Figure 1. Cell classes on the final placement.
Scale: 4 px per µm. Fill, decap, tap and diode cells in grey.
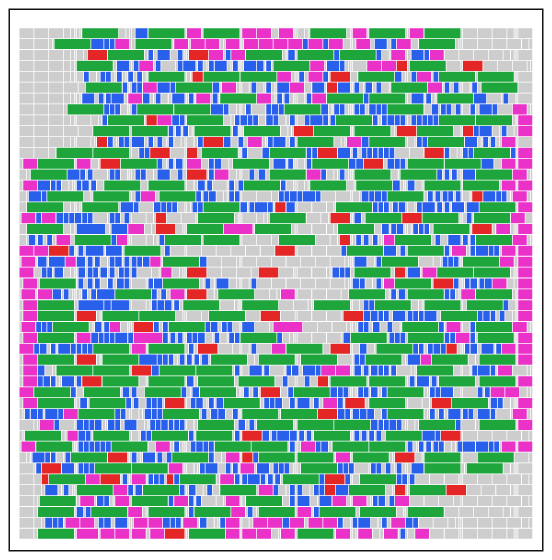
Figure 2. Sequential cells grouped by signal name.
Scale: 4 px per µm. Other sequential cells in the stronger grey, the rest of the logic in the fainter grey.
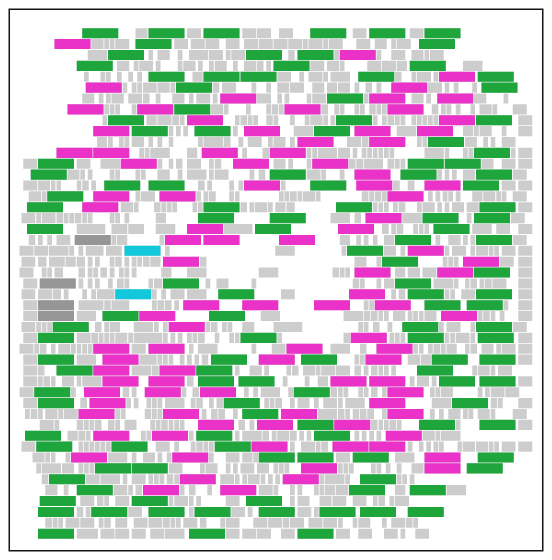
<file path="src/rtl/tdm_channel_demux.sv">
// tdm_channel_demux: reassembles a time-interleaved TDM sample stream into parallel frames.
// Optional error counters are enabled by defining TDM_DEMUX_ERRCNT_EN.
module tdm_channel_demux #(
    parameter int NUM_CHANNELS = 4,
    parameter int DATA_WIDTH   = 32
) (
    input  logic                               clk,
    input  logic                               reset,
    input  logic                               in_valid,
    input  logic                               in_frame_start,
    input  logic [DATA_WIDTH-1:0]              in_data,
    output logic                               out_valid,
    input  logic                               out_ready,
    output logic [NUM_CHANNELS*DATA_WIDTH-1:0] out_data,
    output logic                               locked,
    output logic                               frame_err,
    output logic                               overrun,
    input  logic                               err_clear
`ifdef TDM_DEMUX_ERRCNT_EN
    ,
    output logic [15:0]                        frame_err_cnt,
    output logic [15:0]                        overrun_cnt
`endif
);
    localparam int CW = $clog2(NUM_CHANNELS);
    localparam int LW = (NUM_CHANNELS - 1) * DATA_WIDTH;

    typedef enum logic {HUNT, COLLECT} state_t;

    state_t          state, state_nxt;
    logic [CW-1:0]   slot_cnt, slot_nxt, lane_idx;
    logic [LW-1:0]   lanes;
    logic            lane_we, last, complete, ferr_ev, ovr_ev, load;

    // The last slot is never stored: it goes straight into out_data with the other lanes.
    always_comb begin
        state_nxt = state;
        slot_nxt  = slot_cnt;
        lane_we   = 1'b0;
        lane_idx  = slot_cnt;
        complete  = 1'b0;
        ferr_ev   = 1'b0;
        last      = slot_cnt == CW'(NUM_CHANNELS - 1);
        if (in_valid) begin
            if (state == HUNT) begin
                if (in_frame_start) begin
                    lane_we   = 1'b1;
                    lane_idx  = '0;
                    slot_nxt  = CW'(1);
                    state_nxt = COLLECT;
                end
            end else if (in_frame_start) begin
                ferr_ev  = slot_cnt != '0;
                lane_we  = 1'b1;
                lane_idx = '0;
                slot_nxt = CW'(1);
            end else if (slot_cnt == '0) begin
                ferr_ev   = 1'b1;
                state_nxt = HUNT;
            end else if (last) begin
                complete = 1'b1;
                slot_nxt = '0;
            end else begin
                lane_we  = 1'b1;
                slot_nxt = slot_cnt + 1'b1;
            end
        end
        load   = complete && (!out_valid || out_ready);
        ovr_ev = complete && out_valid && !out_ready;
    end

    always_ff @(posedge clk or negedge reset) begin
        if (!reset) begin
            state    <= HUNT;
            slot_cnt <= '0;
        end else begin
            state    <= state_nxt;
            slot_cnt <= slot_nxt;
        end
    end

    always_ff @(posedge clk or negedge reset) begin
        if (!reset) begin
            lanes <= '0;
        end else begin
            for (int k = 0; k < NUM_CHANNELS - 1; k++)
                if (lane_we && lane_idx == CW'(k))
                    lanes[k*DATA_WIDTH +: DATA_WIDTH] <= in_data;
        end
    end

    always_ff @(posedge clk or negedge reset) begin
        if (!reset) begin
            out_valid <= 1'b0;
            out_data  <= '0;
        end else if (load) begin
            out_valid <= 1'b1;
            out_data  <= {in_data, lanes};
        end else if (out_ready) begin
            out_valid <= 1'b0;
        end
    end

    // A new event in the same cycle as err_clear keeps the flag set.
    always_ff @(posedge clk or negedge reset) begin
        if (!reset) begin
            frame_err <= 1'b0;
            overrun   <= 1'b0;
        end else begin
            frame_err <= ferr_ev || (frame_err && !err_clear);
            overrun   <= ovr_ev || (overrun && !err_clear);
        end
    end

    assign locked = state == COLLECT;

`ifdef TDM_DEMUX_ERRCNT_EN
    always_ff @(posedge clk or negedge reset) begin
        if (!reset) begin
            frame_err_cnt <= '0;
            overrun_cnt   <= '0;
        end else if (err_clear) begin
            frame_err_cnt <= {15'd0, ferr_ev};
            overrun_cnt   <= {15'd0, ovr_ev};
        end else begin
            frame_err_cnt <= (ferr_ev && frame_err_cnt != 16'hFFFF) ? frame_err_cnt + 16'd1 : frame_err_cnt;
            overrun_cnt   <= (ovr_ev && overrun_cnt != 16'hFFFF) ? overrun_cnt + 16'd1 : overrun_cnt;
        end
    end
`endif
endmodule

</file>
<file path="config.mk">
export PLATFORM = sky130hd
export DESIGN_NAME = tdm_channel_demux
export DESIGN_NICKNAME = d
export VERILOG_FILES = /design/src/rtl/tdm_channel_demux.sv
export SDC_FILE = /design/constraint.sdc
export NUM_CORES = 1
export LEC_CHECK = 0
export ABC_AREA = 1
export ABC_CLOCK_PERIOD_IN_PS = 4500
export CAP_MARGIN = 20
export CORE_AREA = 2 2 131 133
export CTS_BUF_LIST = sky130_fd_sc_hd__clkbuf_2 sky130_fd_sc_hd__clkbuf_4 sky130_fd_sc_hd__clkbuf_8
export CTS_CLUSTER_SIZE = 12
export DETAILED_ROUTE_END_ITERATION = 8
export DIE_AREA = 0 0 133 135
export PLACE_DENSITY = 0.86
export SKIP_LAST_GASP = 1
export SLEW_MARGIN = 20
export SYNTH_ARGS = -nofsm -noshare
export SYNTH_HDL_FRONTEND = slang
export SYNTH_SLANG_ARGS = --single-unit
</file>
<file path="constraint.sdc">
create_clock -name clk -period 4.5 [get_ports clk]
set_clock_uncertainty 0.2 [all_clocks]
set_input_delay 0.675 -clock clk [delete_from_list [all_inputs] [get_ports clk]]
set_output_delay 0.675 -clock clk [all_outputs]
set_load 0.005 [all_outputs]
</file>
==> notes.org <==
* Flow results

** Run status
- The run finished with clean final reports.

** Clocking
- TritonCTS built the clock tree.
- Number of instances resized during post-cts repair :: 0
- Counting the buffers created by CTS gives 38.
- Post-CTS clock slew at the launch and capture registers of the worst setup and hold paths :: 0.06 ns
- Hold_buf cts :: 1
- CTS H-tree lvls :: 2
- In this run the clock root is driven by a clkbuf_8.

** Finish
- Final instance area :: ~12000 µm²
- Counting plain and timing-repair buffers in the layout gives around 180.
- Fraction of layout instances using a drive strength above 1 :: 14.3%
- Multi-input gates account for 23.6% of the area.
- For this run, the script counts the antenna cells in the layout as 0.
- The area taken by sequential standard cells is reported as 5760 µm².
- The library cells used most frequently in the layout, excluding fill and tap cells, are 364 x nand2_1, 230 x dfrtp_1, 168 x clkdlybuf4s50_1.

** GRT
- Summed over all routing layers, the global router reports a total usage of 24.3%.
- Entering global routing, the biggest net connects between 90 and 100 pins.
- Met3 Use GR :: around 4.8%

** Yosys
- Sorting the synthesis cell report by count puts at the top nand2_1.
- Primary FF master, synth :: dfrtp_1
- Synthesis inferred 230 register bits.

** Floorplan
- The die covers roughly 18000 µm².
- From left edge to right edge, the die measures 133 µm.

** Power
- Net switching is 32.6% of the power.
- The net switching power in the latest report is 2.64 mW.
- Internal power comes to roughly 5.5 mW.

** Job
- # Max-Cap Violations :: 0

** Route
- The pre-antenna-repair detailed-routing pass consisted of 5 iterations.
- Total length of routed met3 wires :: 1140 µm

** STA
- Final tally of hold violations :: 0
- The worst path in the final design needs a cycle of 2.90 ns, including I/O delays and setup.
- Max-slew headroom :: between 40% and 50%

** Critical path
- Crit path DRT :: 4.68 ns
- The critical path contains buffers and inverters numbering 3 combined.
- Last element of the critical path :: lanes[64]$_DFFE_PN0P_
- In this run the worst setup path begins at slot_cnt[0]$_DFFE_PN0P_.
- Reg-to-reg critical path endpoint :: lanes[64]$_DFFE_PN0P_

** Place
- Cell total after placement :: 1352
About Figure 1:
Key: sequential cells = green [cells 230, share of their area 49%]; combinational and other logic = blue [cells 720, share of their area 29%]; remaining buffers and delay cells = magenta [cells 183, share of their area 16%]; clock drivers and dummy loads = red [cells 65, share of their area 6.6%]

About Figure 2:
Key: lanes = magenta [flops 96]; slot_cnt = cyan [flops 2]; out_data = green [flops 128, where widely spread]

Power is estimated from default activity; no workload was simulated.
